==> config.mk <==
export PLATFORM = sky130hd
export DESIGN_NAME = mem_arbiter_flat
export DESIGN_NICKNAME = d
export VERILOG_FILES = /design/src/rtl/mem_arbiter_if.sv /design/src/rtl/mem_arbiter.sv /design/src/flat_wrapper.sv
export SDC_FILE = /design/constraint.sdc
export NUM_CORES = 1
export LEC_CHECK = 0
export CAP_MARGIN = 20
export CORE_ASPECT_RATIO = 0.8
export CORE_UTILIZATION = 46
export DETAILED_ROUTE_END_ITERATION = 10
export PLACE_DENSITY = 0.92
export SYNTH_ARGS = -nofsm -noshare
export SYNTH_HDL_FRONTEND = slang
export SYNTH_SLANG_ARGS = --single-unit
==> constraint.sdc <==
create_clock -name clk -period 7.9 [get_ports clk]
set_clock_uncertainty 0.05 [all_clocks]
set_input_delay 1.58 -clock clk [delete_from_list [all_inputs] [get_ports clk]]
set_output_delay 1.58 -clock clk [all_outputs]
set_load 0.005 [all_outputs]
==> src/rtl/mem_arbiter_if.sv <==
// Core-side fetch/data request and response signals plus the RAM access bus.
// The arbiter uses the slave view; the core/RAM environment uses the master view.
interface mem_arbiter_if;
  logic        i_req_valid;
  logic        i_req_ready;
  logic [31:0] i_addr;
  logic        i_rsp_valid;
  logic [31:0] i_rdata;

  logic        d_req_valid;
  logic        d_req_ready;
  logic        d_we;
  logic [31:0] d_addr;
  logic [31:0] d_wdata;
  logic [3:0]  d_wstrb;
  logic        d_rsp_valid;
  logic [31:0] d_rdata;

  logic        m_en;
  logic        m_we;
  logic [31:0] m_addr;
  logic [31:0] m_wdata;
  logic [3:0]  m_wstrb;
  logic [31:0] m_rdata;

  logic        busy;

  modport slave (
    input  i_req_valid, i_addr,
    input  d_req_valid, d_we, d_addr, d_wdata, d_wstrb,
    input  m_rdata,
    output i_req_ready, i_rsp_valid, i_rdata,
    output d_req_ready, d_rsp_valid, d_rdata,
    output m_en, m_we, m_addr, m_wdata, m_wstrb,
    output busy
  );

  modport master (
    output i_req_valid, i_addr,
    output d_req_valid, d_we, d_addr, d_wdata, d_wstrb,
    output m_rdata,
    input  i_req_ready, i_rsp_valid, i_rdata,
    input  d_req_ready, d_rsp_valid, d_rdata,
    input  m_en, m_we, m_addr, m_wdata, m_wstrb,
    input  busy
  );
endinterface

==> src/rtl/mem_arbiter.sv <==
// Single-outstanding arbiter sharing one synchronous RAM between instruction
// fetch (read-only) and the load/store port; data has priority, bounded by a streak limit.
module mem_arbiter #(
  parameter int unsigned RAM_LAT     = 1,
  parameter int unsigned MAX_DSTREAK = 4
) (
  input  logic         clk,
  input  logic         rst,
  mem_arbiter_if.slave bus
);

  typedef enum logic [1:0] {
    IDLE  = 2'd0,
    ISSUE = 2'd1,
    WAIT  = 2'd2,
    RESP  = 2'd3
  } state_t;

  localparam logic [3:0] STREAK_MAX = 4'(MAX_DSTREAK);
  localparam logic [3:0] LAT_LAST   = 4'(RAM_LAT - 1);

  state_t      state_reg, state_next;
  logic [3:0]  streak_reg, streak_next;
  logic [3:0]  wait_cnt_reg, wait_cnt_next;
  logic        sel_data_reg, sel_data_next;
  logic        is_store_reg, is_store_next;

  logic        m_en_reg, m_en_next;
  logic        m_we_reg, m_we_next;
  logic [31:0] m_addr_reg, m_addr_next;
  logic [31:0] m_wdata_reg, m_wdata_next;
  logic [3:0]  m_wstrb_reg, m_wstrb_next;

  logic [31:0] i_rdata_reg, i_rdata_next;
  logic [31:0] d_rdata_reg, d_rdata_next;

  logic        idle;
  logic        grant_d;
  logic        grant_i;

  // Fetch only overtakes a waiting data request once the data streak hits its limit.
  assign idle    = (state_reg == IDLE);
  assign grant_d = idle && bus.d_req_valid &&
                   !(bus.i_req_valid && (streak_reg == STREAK_MAX));
  assign grant_i = idle && bus.i_req_valid && !grant_d;

  always_comb begin
    state_next    = state_reg;
    streak_next   = streak_reg;
    wait_cnt_next = wait_cnt_reg;
    sel_data_next = sel_data_reg;
    is_store_next = is_store_reg;
    m_en_next     = 1'b0;
    m_we_next     = 1'b0;
    m_wstrb_next  = 4'h0;
    m_addr_next   = m_addr_reg;
    m_wdata_next  = m_wdata_reg;
    i_rdata_next  = i_rdata_reg;
    d_rdata_next  = d_rdata_reg;

    unique case (state_reg)
      IDLE: begin
        if (grant_d) begin
          sel_data_next = 1'b1;
          is_store_next = bus.d_we;
          m_en_next     = 1'b1;
          m_we_next     = bus.d_we;
          m_addr_next   = bus.d_addr;
          m_wdata_next  = bus.d_wdata;
          m_wstrb_next  = bus.d_wstrb;
          streak_next   = bus.i_req_valid ? (streak_reg + 4'd1) : 4'd0;
          state_next    = ISSUE;
        end else if (grant_i) begin
          sel_data_next = 1'b0;
          is_store_next = 1'b0;
          m_en_next     = 1'b1;
          m_we_next     = 1'b0;
          m_addr_next   = bus.i_addr & 32'hFFFF_FFFC;
          m_wdata_next  = 32'h0;
          m_wstrb_next  = 4'h0;
          streak_next   = 4'd0;
          state_next    = ISSUE;
        end
      end
      ISSUE: begin
        wait_cnt_next = LAT_LAST;
        state_next    = WAIT;
      end
      WAIT: begin
        // The final WAIT cycle is the one in which the RAM presents its data.
        if (wait_cnt_reg == 4'd0) begin
          state_next = RESP;
          if (!is_store_reg) begin
            if (sel_data_reg) begin
              d_rdata_next = bus.m_rdata;
            end else begin
              i_rdata_next = bus.m_rdata;
            end
          end
        end else begin
          wait_cnt_next = wait_cnt_reg - 4'd1;
        end
      end
      RESP: begin
        state_next = IDLE;
      end
      default: begin
        state_next = IDLE;
      end
    endcase
  end

  always_ff @(posedge clk or posedge rst) begin
    if (rst) begin
      state_reg    <= IDLE;
      streak_reg   <= 4'd0;
      wait_cnt_reg <= 4'd0;
      sel_data_reg <= 1'b0;
      is_store_reg <= 1'b0;
      m_en_reg     <= 1'b0;
      m_we_reg     <= 1'b0;
      m_addr_reg   <= 32'h0;
      m_wdata_reg  <= 32'h0;
      m_wstrb_reg  <= 4'h0;
      i_rdata_reg  <= 32'h0;
      d_rdata_reg  <= 32'h0;
    end else begin
      state_reg    <= state_next;
      streak_reg   <= streak_next;
      wait_cnt_reg <= wait_cnt_next;
      sel_data_reg <= sel_data_next;
      is_store_reg <= is_store_next;
      m_en_reg     <= m_en_next;
      m_we_reg     <= m_we_next;
      m_addr_reg   <= m_addr_next;
      m_wdata_reg  <= m_wdata_next;
      m_wstrb_reg  <= m_wstrb_next;
      i_rdata_reg  <= i_rdata_next;
      d_rdata_reg  <= d_rdata_next;
    end
  end

  // Ready is forced low while reset is held so every output reads zero.
  assign bus.i_req_ready = grant_i && !rst;
  assign bus.d_req_ready = grant_d && !rst;
  assign bus.i_rsp_valid = (state_reg == RESP) && !sel_data_reg;
  assign bus.d_rsp_valid = (state_reg == RESP) &&  sel_data_reg;
  assign bus.i_rdata     = i_rdata_reg;
  assign bus.d_rdata     = d_rdata_reg;
  assign bus.m_en        = m_en_reg;
  assign bus.m_we        = m_we_reg;
  assign bus.m_addr      = m_addr_reg;
  assign bus.m_wdata     = m_wdata_reg;
  assign bus.m_wstrb     = m_wstrb_reg;
  assign bus.busy        = !idle;

endmodule

==> src/flat_wrapper.sv <==
// flat-port wrapper written by rule: the top's interface ports become plain ports
module mem_arbiter_flat 
#(
  parameter int unsigned RAM_LAT     = 1,
  parameter int unsigned MAX_DSTREAK = 4
)
  (clk, rst, bus_i_req_valid, bus_i_addr, bus_d_req_valid, bus_d_we, bus_d_addr, bus_d_wdata, bus_d_wstrb, bus_m_rdata, bus_i_req_ready, bus_i_rsp_valid, bus_i_rdata, bus_d_req_ready, bus_d_rsp_valid, bus_d_rdata, bus_m_en, bus_m_we, bus_m_addr, bus_m_wdata, bus_m_wstrb, bus_busy);
  mem_arbiter_if bus_i ();
  input  logic clk;
  input  logic rst;
  input wire logic [$bits(bus_i.i_req_valid)-1:0] bus_i_req_valid;
  input wire logic [$bits(bus_i.i_addr)-1:0] bus_i_addr;
  input wire logic [$bits(bus_i.d_req_valid)-1:0] bus_d_req_valid;
  input wire logic [$bits(bus_i.d_we)-1:0] bus_d_we;
  input wire logic [$bits(bus_i.d_addr)-1:0] bus_d_addr;
  input wire logic [$bits(bus_i.d_wdata)-1:0] bus_d_wdata;
  input wire logic [$bits(bus_i.d_wstrb)-1:0] bus_d_wstrb;
  input wire logic [$bits(bus_i.m_rdata)-1:0] bus_m_rdata;
  output wire logic [$bits(bus_i.i_req_ready)-1:0] bus_i_req_ready;
  output wire logic [$bits(bus_i.i_rsp_valid)-1:0] bus_i_rsp_valid;
  output wire logic [$bits(bus_i.i_rdata)-1:0] bus_i_rdata;
  output wire logic [$bits(bus_i.d_req_ready)-1:0] bus_d_req_ready;
  output wire logic [$bits(bus_i.d_rsp_valid)-1:0] bus_d_rsp_valid;
  output wire logic [$bits(bus_i.d_rdata)-1:0] bus_d_rdata;
  output wire logic [$bits(bus_i.m_en)-1:0] bus_m_en;
  output wire logic [$bits(bus_i.m_we)-1:0] bus_m_we;
  output wire logic [$bits(bus_i.m_addr)-1:0] bus_m_addr;
  output wire logic [$bits(bus_i.m_wdata)-1:0] bus_m_wdata;
  output wire logic [$bits(bus_i.m_wstrb)-1:0] bus_m_wstrb;
  output wire logic [$bits(bus_i.busy)-1:0] bus_busy;
  assign bus_i.i_req_valid = bus_i_req_valid;
  assign bus_i.i_addr = bus_i_addr;
  assign bus_i.d_req_valid = bus_d_req_valid;
  assign bus_i.d_we = bus_d_we;
  assign bus_i.d_addr = bus_d_addr;
  assign bus_i.d_wdata = bus_d_wdata;
  assign bus_i.d_wstrb = bus_d_wstrb;
  assign bus_i.m_rdata = bus_m_rdata;
  assign bus_i_req_ready = bus_i.i_req_ready;
  assign bus_i_rsp_valid = bus_i.i_rsp_valid;
  assign bus_i_rdata = bus_i.i_rdata;
  assign bus_d_req_ready = bus_i.d_req_ready;
  assign bus_d_rsp_valid = bus_i.d_rsp_valid;
  assign bus_d_rdata = bus_i.d_rdata;
  assign bus_m_en = bus_i.m_en;
  assign bus_m_we = bus_i.m_we;
  assign bus_m_addr = bus_i.m_addr;
  assign bus_m_wdata = bus_i.m_wdata;
  assign bus_m_wstrb = bus_i.m_wstrb;
  assign bus_busy = bus_i.busy;
  mem_arbiter #(.RAM_LAT(RAM_LAT), .MAX_DSTREAK(MAX_DSTREAK)) u_core (.clk(clk), .rst(rst), .bus(bus_i));
endmodule
**Clock routing**

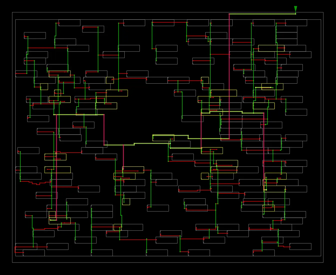
Clk. pwr: 876 uW
clock buffer count in the final layout: 19
clock buffers created by TritonCTS: 17

**The metal 3 layer**

Drawn at 4 px/micron.
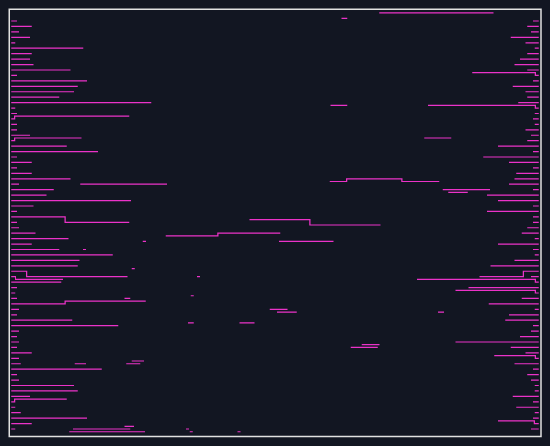
nets with wire on the layer = 169
longest straight run = 34.7 microns
Routed WL: 16600 microns
GR Layer Usage met3: 8.54%
via count: 4587

==> deck_impl_summary.md <==
Flow Results at a Glance

Run status
  – Result of the run: complete, no violations

Global route
  – Global-route usage over all layers: 24.5%
  – Number of global-route vias before repair: around 5k
  – Global routing usage on met1: 27.2%
  – Antenna violations before repair: 0
  – Wire length of the first global-routing pass: 26300 microns
  – Most heavily used metal layer in global routing: met2

Power
  – Clock power share: 23.3%
  – Sw power: approximately 1.1 mW
  – Combinational cell power: 1.59 mW
  – Lkg Pwr: 4.51 nW
  – Internal power component: 2.69 mW
  – Sequential power: approximately 1.3 mW
  – Reg power frac: roughly 34%
  – Combinational fraction of design power: 42.4%

Synth
  – Mux cell area share: between 20 and 30%
  – Top cells by area: sky130_fd_sc_hd__dfrtp_1, sky130_fd_sc_hd__mux2_2, sky130_fd_sc_hd__mux2i_1
  – Commonest register cell after synthesis: sky130_fd_sc_hd__dfrtp_1
  – Share of the synthesized area in the top cell type: 58.2%
  – Register bit count reported by yosys: 146
  – Mean instance size in the synthesized netlist: 13.5 sq um
  – Simple-gate share of the synthesized area: 4.95%
  – Area fraction in compound gates after synthesis: roughly 1.3%
  – Synth top cell by count: sky130_fd_sc_hd__dfrtp_1
  – Register share after synthesis: 58.2%
  – Adder Share, Synth: 1.60%
  – Cell area after synthesis: 6270 sq um
  – Chip area line of the yosys report: about 6300 sq um
  – Total nets after synthesis: 609

Critical path
  – Destination of the critical timing path: bus_i_req_ready
  – First element of the critical path: bus_i_req_valid
  – Crit-path max FO: 5
  – Logic depth of the worst register-to-register path: 6
  – Worst path most repeated cell: sky130_fd_sc_hd__clkdlybuf4s50_1
  – Worst Path Required: 6.27 ns
  – Slowest cell on crit path: sky130_fd_sc_hd__clkdlybuf4s50_1
  – Worst path depth: 5
  – Worst Setup End Kind: primary output
  – Critical path class: input port to primary output
  – Capture instance of the worst register-to-register path: u_core.bus.m_addr[17]$_DFFE_PP0P_
  – R2R Setup Slk: 5.27 ns

Timing
  – Final total negative setup slack: 0 ns
  – Part of the cycle the worst path needs: 62.0%
  – Worst-margin pin slew: 0.989 ns
  – Timing-limited maximum frequency: 204 MHz

Placed design
  – I/O Buffers: 273
  – Dpl ws: 3.01 ns
  – Area of placed instances: 9120 sq um
  – Instance count after placement with tap cells included: 895
  – Total half-perimeter wirelength after legalization and detailed placement: ~12000 microns

Min path
  – Terminating pin of the worst hold path: u_core.is_store_reg$_DFFE_PP0P_
  – Kind of path behind the tightest hold check: flip-flop to flip-flop
  – Beginning of the worst hold path: u_core.is_store_reg$_DFFE_PP0P_
  – Hold Path Cell Cnt: 2

Clocking
  – Clock latency at the later pin of the worst-skew pair: approximately 0.42 ns
  – Total of cells resized after clock tree synthesis: 0
  – Root buffer selected by CTS: sky130_fd_sc_hd__clkbuf_16
  – CTS tree: yes
  – H-tree depth: 4
  – Clock edge transition at the registers on the reported setup and hold paths: 0.07 ns

Cells and area
  – Final-layout clock-cell area share: 6.56%
  – MI comb area: between 2000 and 2500 sq um
  – Logic share of the area: 23.6%
  – Layout cells sized above 1: 22.0%
  – Most common cell after layout, fill and taps aside: sky130_fd_sc_hd__clkdlybuf4s50_1
  – Flop count: between 100 and 150
  – Total non-filler cell area in the finished layout: about 9800 sq um
  – Non-clock buffer count in the final layout: 278
  – Reg area: between 3000 and 4000 sq um
  – Inverters: 45
  – Fillcell total: 793
  – Sequential share of cell area: a little under two fifths

Floorplan
  – Pre-placement core utilization: 47.9%
  – Width of the die: roughly 130 microns
  – Num rows: 37
  – Number of placed I/O pins: 276

Route
  – Met1 wire length: between 6000 and 7000 microns
  – Per-cell routed wire length: roughly 18 microns
  – Sum of met2 wire segment lengths after detailed routing: ~8500 microns
  – Max layer used: met4
  – Final ANT Viol Nets: 0

Job
  – Number of warning messages in the logs: 33
  – Max cap viols: 0
Power figures rest on the tool's default switching activity, not on a simulated workload.
